==> images/m3.png <==
Scale: 3 px per um.
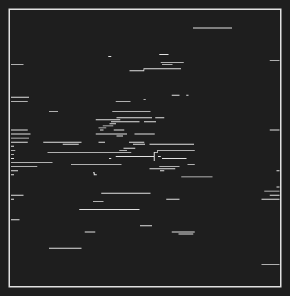
==> images/m2.png <==
Scale: 3 px per um. Cells faint in the background.
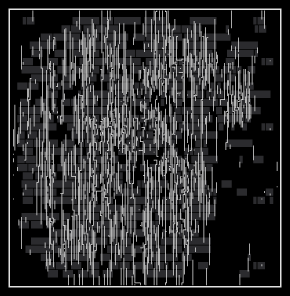
==> images/congestion_map.png <==
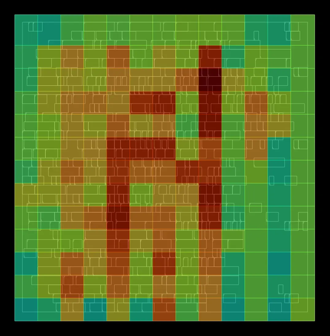
==> images/gates.png <==
Scale: 4 px per um.
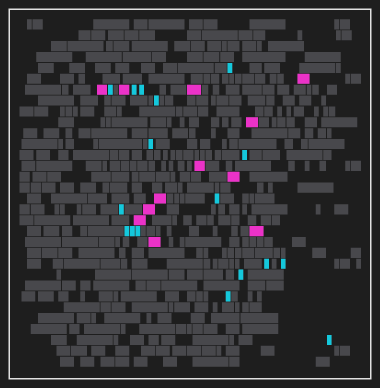
==> images/sizing.png <==
Scale: 4 px per um.
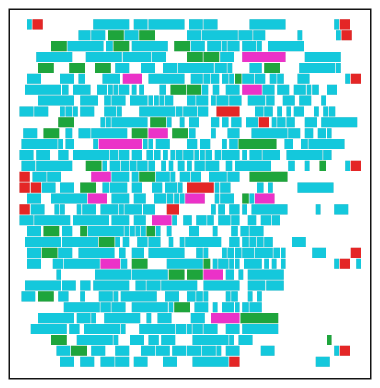
File: src/rtl/rca_cfg_encoder_pkg.sv
// Shared definitions for the RCA configuration encoder: instruction
// constants, the fn3 code space, the descriptor record and the phase list.
package rca_cfg_encoder_pkg;

   // Fixed fields of every RCA custom instruction
   localparam logic [6:0] RCA_OPCODE = 7'b0101011;
   localparam logic [6:0] RCA_FN7    = 7'b1000000;

   // Storage width for the grid word counter; the encoder's GRID_CNT_W
   // parameter must not exceed this
   localparam int RCA_GCNT_W = 8;

   // fn3 code space, shared with the decode stage
   typedef enum logic [2:0] {
      FN3_USE_FB     = 3'b000,
      FN3_CPU_REG    = 3'b001,
      FN3_GRID_MUX   = 3'b010,
      FN3_IO_MUX     = 3'b011,
      FN3_RESULT_MUX = 3'b100,
      FN3_IO_USE     = 3'b101,
      FN3_USE_NFB    = 3'b110
   } rca_fn3_t;

   // Emission phases in stream order; the index equals the enable-vector bit
   typedef enum logic [2:0] {
      PH_CPU_REG    = 3'd0,
      PH_GRID_MUX   = 3'd1,
      PH_IO_MUX     = 3'd2,
      PH_RESULT_MUX = 3'd3,
      PH_IO_USE     = 3'd4,
      PH_USE        = 3'd5,
      PH_NONE       = 3'd6
   } rca_phase_t;

   // Descriptor fields latched on acceptance
   typedef struct packed {
      logic [4:0]            accel_id;
      logic [4:0]            phase_mask;
      logic [RCA_GCNT_W-1:0] grid_count;
      logic [4:0]            rs1;
      logic [4:0]            rs2;
      logic                  use_word;
      logic                  use_fb;
   } rca_cfg_desc_t;

   // Lowest enabled phase whose index is at or above start (PH_NONE if none)
   function automatic rca_phase_t first_phase_from(input logic [5:0] en,
                                                   input logic [2:0] start);
      rca_phase_t ph;
      ph = PH_NONE;
      for (int i = 5; i >= 0; i--) begin
         if (en[i] && (i >= int'(start))) begin
            ph = rca_phase_t'(3'(i));
         end
      end
      return ph;
   endfunction

   // fn3 code carried by a word of the given phase
   function automatic rca_fn3_t phase_fn3(input rca_phase_t ph, input logic use_fb);
      rca_fn3_t f;
      case (ph)
         PH_CPU_REG:    f = FN3_CPU_REG;
         PH_GRID_MUX:   f = FN3_GRID_MUX;
         PH_IO_MUX:     f = FN3_IO_MUX;
         PH_RESULT_MUX: f = FN3_RESULT_MUX;
         PH_IO_USE:     f = FN3_IO_USE;
         PH_USE:        f = use_fb ? FN3_USE_FB : FN3_USE_NFB;
         default:       f = FN3_CPU_REG;
      endcase
      return f;
   endfunction

endpackage

File: src/rtl/rca_cfg_word_pack.sv
// Packs fn3, source registers and accelerator id into one 32-bit RCA
// instruction word. Purely combinational.
module rca_cfg_word_pack
   import rca_cfg_encoder_pkg::*;
(
   input  logic [2:0]  fn3,
   input  logic [4:0]  rs1,
   input  logic [4:0]  rs2,
   input  logic [4:0]  accel_id,
   output logic [31:0] word
);

   // R-type layout with the accelerator id in the rd slot
   always_comb begin
      word = {RCA_FN7, rs2, rs1, fn3, accel_id, RCA_OPCODE};
   end

endmodule

File: src/rtl/rca_cfg_encoder.sv
// RCA configuration encoder: accepts one descriptor at a time and emits its
// RCA custom instructions on a valid/ready stream, one word per cycle.
// Build option: define RCA_CFG_ENC_USE_EN to honour cfg_use / cfg_use_fb and
// append the trailing USE word; otherwise those inputs are ignored.
module rca_cfg_encoder
   import rca_cfg_encoder_pkg::*;
#(
   parameter int NUM_ACCELS = 4,
   parameter int GRID_CNT_W = 4
)
(
   input  logic                  clk,
   input  logic                  rst,
   input  logic                  cfg_valid,
   output logic                  cfg_ready,
   input  logic [4:0]            cfg_accel_id,
   input  logic [4:0]            cfg_phase_mask,
   input  logic [GRID_CNT_W-1:0] cfg_grid_count,
   input  logic [4:0]            cfg_rs1,
   input  logic [4:0]            cfg_rs2,
   input  logic                  cfg_use,
   input  logic                  cfg_use_fb,
   input  logic                  flush,
   output logic [31:0]           instr,
   output logic                  instr_valid,
   input  logic                  instr_ready,
   output logic                  instr_last,
   output logic                  done,
   output logic                  err
);

   typedef enum logic [1:0] {
      ST_IDLE   = 2'd0,
      ST_EMIT   = 2'd1,
      ST_FINISH = 2'd2,
      ST_REJECT = 2'd3
   } state_t;

   state_t                state_r;
   rca_cfg_desc_t         desc_r;
   rca_phase_t            phase_r;
   logic [RCA_GCNT_W-1:0] gcnt_r;

   rca_cfg_desc_t         in_desc_s;
   rca_cfg_desc_t         src_desc_s;
   logic [5:0]            en_s;
   rca_phase_t            tgt_phase_s;
   logic [RCA_GCNT_W-1:0] tgt_gcnt_s;
   logic                  tgt_any_s;
   logic                  tgt_last_s;
   logic [4:0]            tgt_rs1_s;
   logic [2:0]            tgt_fn3_s;
   logic [31:0]           word_s;
   logic                  bad_id_s;
   logic                  hs_s;

`ifndef RCA_CFG_ENC_USE_EN
   logic unused_use_s;
   assign unused_use_s = cfg_use ^ cfg_use_fb;
`endif

   // Gather the input ports into a descriptor record (grid count zero-extended)
   always_comb begin
      in_desc_s                             = '0;
      in_desc_s.accel_id                    = cfg_accel_id;
      in_desc_s.phase_mask                  = cfg_phase_mask;
      in_desc_s.grid_count[GRID_CNT_W-1:0]  = cfg_grid_count;
      in_desc_s.rs1                         = cfg_rs1;
      in_desc_s.rs2                         = cfg_rs2;
`ifdef RCA_CFG_ENC_USE_EN
      in_desc_s.use_word                    = cfg_use;
      in_desc_s.use_fb                      = cfg_use_fb;
`else
      in_desc_s.use_word                    = 1'b0;
      in_desc_s.use_fb                      = 1'b0;
`endif
   end

   // Work out the position of the next word to present: the first word of
   // the offered descriptor while idle, else the successor of the current one
   always_comb begin
      src_desc_s  = (state_r == ST_IDLE) ? in_desc_s : desc_r;
      en_s        = {src_desc_s.use_word, src_desc_s.phase_mask};
      tgt_phase_s = PH_NONE;
      tgt_gcnt_s  = '0;
      if (state_r == ST_IDLE) begin
         tgt_phase_s = first_phase_from(en_s, 3'd0);
      end else if ((phase_r == PH_GRID_MUX) && (gcnt_r != src_desc_s.grid_count)) begin
         tgt_phase_s = PH_GRID_MUX;
         tgt_gcnt_s  = gcnt_r + RCA_GCNT_W'(1'b1);
      end else begin
         tgt_phase_s = first_phase_from(en_s, 3'(phase_r) + 3'd1);
      end
      tgt_any_s  = (tgt_phase_s != PH_NONE);
      tgt_last_s = ((tgt_phase_s != PH_GRID_MUX) || (tgt_gcnt_s == src_desc_s.grid_count))
                   && (first_phase_from(en_s, 3'(tgt_phase_s) + 3'd1) == PH_NONE);
      if (tgt_phase_s == PH_GRID_MUX) begin
         tgt_rs1_s = src_desc_s.rs1 + tgt_gcnt_s[4:0];
      end else begin
         tgt_rs1_s = src_desc_s.rs1;
      end
      tgt_fn3_s = phase_fn3(tgt_phase_s, src_desc_s.use_fb);
      bad_id_s  = (32'(cfg_accel_id) >= NUM_ACCELS);
      hs_s      = instr_valid && instr_ready;
   end

   rca_cfg_word_pack u_word_pack (
      .fn3      (tgt_fn3_s),
      .rs1      (tgt_rs1_s),
      .rs2      (src_desc_s.rs2),
      .accel_id (src_desc_s.accel_id),
      .word     (word_s)
   );

   // Sequencer FSM with all outputs registered; flush overrides everything
   always_ff @(posedge clk or posedge rst) begin
      if (rst) begin
         state_r     <= ST_IDLE;
         desc_r      <= '0;
         phase_r     <= PH_NONE;
         gcnt_r      <= '0;
         cfg_ready   <= 1'b1;
         instr       <= 32'd0;
         instr_valid <= 1'b0;
         instr_last  <= 1'b0;
         done        <= 1'b0;
         err         <= 1'b0;
      end else if (flush) begin
         state_r     <= ST_IDLE;
         phase_r     <= PH_NONE;
         gcnt_r      <= '0;
         cfg_ready   <= 1'b1;
         instr       <= 32'd0;
         instr_valid <= 1'b0;
         instr_last  <= 1'b0;
         done        <= 1'b0;
         err         <= 1'b0;
      end else begin
         case (state_r)
            ST_IDLE: begin
               done <= 1'b0;
               err  <= 1'b0;
               if (cfg_valid) begin
                  desc_r    <= in_desc_s;
                  phase_r   <= tgt_phase_s;
                  gcnt_r    <= '0;
                  cfg_ready <= 1'b0;
                  if (bad_id_s) begin
                     state_r <= ST_REJECT;
                     err     <= 1'b1;
                  end else if (!tgt_any_s) begin
                     state_r <= ST_FINISH;
                     done    <= 1'b1;
                  end else begin
                     state_r     <= ST_EMIT;
                     instr       <= word_s;
                     instr_valid <= 1'b1;
                     instr_last  <= tgt_last_s;
                  end
               end else begin
                  state_r <= ST_IDLE;
               end
            end
            ST_EMIT: begin
               if (hs_s) begin
                  if (instr_last) begin
                     state_r     <= ST_FINISH;
                     instr       <= 32'd0;
                     instr_valid <= 1'b0;
                     instr_last  <= 1'b0;
                     done        <= 1'b1;
                  end else begin
                     instr      <= word_s;
                     instr_last <= tgt_last_s;
                     phase_r    <= tgt_phase_s;
                     gcnt_r     <= tgt_gcnt_s;
                  end
               end else begin
                  state_r <= ST_EMIT;
               end
            end
            ST_FINISH: begin
               done      <= 1'b0;
               cfg_ready <= 1'b1;
               state_r   <= ST_IDLE;
            end
            ST_REJECT: begin
               err       <= 1'b0;
               cfg_ready <= 1'b1;
               state_r   <= ST_IDLE;
            end
            default: begin
               state_r     <= ST_IDLE;
               cfg_ready   <= 1'b1;
               instr       <= 32'd0;
               instr_valid <= 1'b0;
               instr_last  <= 1'b0;
               done        <= 1'b0;
               err         <= 1'b0;
            end
         endcase
      end
   end

endmodule

File: config.mk
export PLATFORM = sky130hd
export DESIGN_NAME = rca_cfg_encoder
export DESIGN_NICKNAME = d
export VERILOG_FILES = /design/src/rtl/rca_cfg_encoder_pkg.sv /design/src/rtl/rca_cfg_word_pack.sv /design/src/rtl/rca_cfg_encoder.sv
export SDC_FILE = /design/constraint.sdc
export NUM_CORES = 1
export LEC_CHECK = 0
export ABC_CLOCK_PERIOD_IN_PS = 5200
export CORE_AREA = 2 2 88 90
export DETAILED_ROUTE_END_ITERATION = 16
export DIE_AREA = 0 0 90 92
export GPL_TIMING_DRIVEN = 0
export PLACE_DENSITY = 0.8
export SYNTH_ARGS = -nofsm -noshare
export SYNTH_HDL_FRONTEND = slang
export SYNTH_SLANG_ARGS = --single-unit
File: constraint.sdc
create_clock -name clk -period 5.2 [get_ports clk]
set_input_delay 0.52 -clock clk [delete_from_list [all_inputs] [get_ports clk]]
set_output_delay 0.52 -clock clk [all_outputs]
set_load 0.005 [all_outputs]
==> summary.txt <==
yosys + openroad results -> endpoints failing setup 0, Hold Crit Start instr[8], largest class combinational gates, FF-to-FF Start state_r[1], Adder Share, Synth 0.0630, first-pass GRT wire length 16,300 um, Slew Limit Fails 0, Met2 Wirelength 4730 um, GP Congestion 0.981, comb. cell area 2140 sq um, yosys stat area 3890 sq um, r2r setup slk 0.70 ns, Ant. Diodes 0, clock-pin slew on the worst setup and hold paths 0.07 ns, Hold Crit Endpoint instr[8], switching power total 0.868 mW, tap cells 102, delay-heaviest family, CP AND-OR/OR-AND gates, fp_density 0.522, ys cells 401, Post-Syn Instances 401, total power 2.33 mW, MUX share of area 0.146, hpwl dp 7110 um, final net count 526, Dominant comb cell AND-OR/OR-AND gates, most used flip-flop cell dfrtp_1, drt drc 0, worst hold path class reg -> reg, DRT met1 WL 4360 um, accumulated negative setup slack 0 ns, # clock sinks 61, total core area 7450 sq um, Die H 92 um, CP Buf/Inv Count 5, maximum clock frequency 0.222 GHz, Ports 68, Final ANT Viol Nets 0, yosys warning tally 0, top post-synthesis cells by count 58 x dfrtp_1, 41 x nand2_1, 30 x mux2_2, 23 x mux2i_1, 21 x nor2_1, pin count of the biggest net entering global routing 44, Max Cap Violations 0, XORs/XNORs by Area 0.0270, AO/OA Area Share 0.182, CTS tree done, fillers 595, vias in the first global route 3,375, Lkg Pwr 2.15 nW, Synth cell types 58, clk tree area frac 0.0463, Seq power 0.773 mW, fraction of registers with async set/reset 1.00, placed cell areas 4620 sq um, R2R cell count 15, Setup Skew 0.00859 ns, most numerous logic cells after layout 58 x dfrtp_1, 55 x clkdlybuf4s50_1, 41 x nand2_1, Rows 32, combinational power 1.08 mW, largest area contributor in the netlist dfrtp_1, Hold WS 0.495 ns, Reg-to-Reg End instr_last, internal power 1.47 mW, outcome finished clean, highest routed layer met4, slowest stage delay, CP 0.52 ns, Slew @ Worst Pin 0.819 ns, DR iter-0 viols 222, final hold violations 0, maximum vdd drop 0.351 mV, number of synthesized register bits 61, PD cells 482 nW/um^2, Max-Slew Margin vs Limit 0.449, Max-area cell share 0.373, register area share after synthesis 0.393, drt pass-1 iters 5, Seq/total area 0.316, Clock Root Buffer clkbuf_8, clk latency late pin 0.34 ns, Via density 5.82, Syn Area/Cell 9.70 sq um, Clock Buffer Count 10, Post-Place Worst Slack 0.720 ns
Back to the opening pictures, m3.png:
The longest straight run is 27.6 um. The layer carries 464 um of wire.
Vias: 3,391
final wirelength: 9700 um
grt met3 use: 0.0518

Back to the opening pictures, m2.png:
The layer holds 49% of the routed length. The wires run mostly vertical. The layer carries 4,730 um of wire. The longest straight run is 37.4 um. 454 nets have wire on it.
met2 Use GR: 0.393

Back to the opening pictures, congestion_map.png:
wire length per cell: 16.6 um
GRT Util Overall: 0.244
Util after Layout: 0.650
met1 Usage GRT: 0.326
gr busiest metal: met2

Back to the opening pictures, gates.png:
Key: magenta = non-inverting ao/oa cells [cells 12, most used a22o_1]; cyan = inv cells [cells 17, most used inv_1]
Top cell excl fill/tap: dfrtp_1
Comb/total area: 0.442
final non-filler cell total: 583

Back to the opening pictures, sizing.png:
Key: green = x2 [cells 41, share 8.5%]; magenta = x6 and larger [cells 13, share 2.7%]; cyan = x1 and smaller [cells 410, share 85%]; red = x3 and x4 [cells 17, share 3.5%]
area grow syn2layout: 24.5%
Non-clock buffers: 91
Final Instance Area: 4840 sq um
Worst Setup Slack, final: 0.699 ns

registers in the layout (all words and copies together), names as in the netlist:
name	cells
err	1
cfg_ready	1
state_r	2
done	1
desc_r	24
phase_r	3
gcnt_r	8
instr_valid	1
instr_last	1
instr	19
worst max-delay path by stage:
stage                      start    endpoint  slack [ns]  cells past startpoint
2_1_floorplan         state_r[0]  instr_last        1.53                     16
3_3_place_gp   cfg_grid_count[0]   instr[18]        0.78                     14
3_5_place_dp   cfg_grid_count[0]   instr[21]        0.72                     13
4_1_cts               state_r[1]   instr[13]        0.76                     15
5_1_grt               state_r[1]   instr[13]        0.26                     15
6_report              state_r[1]  instr_last        0.70                     15
Power and IR drop assume default switching activity.
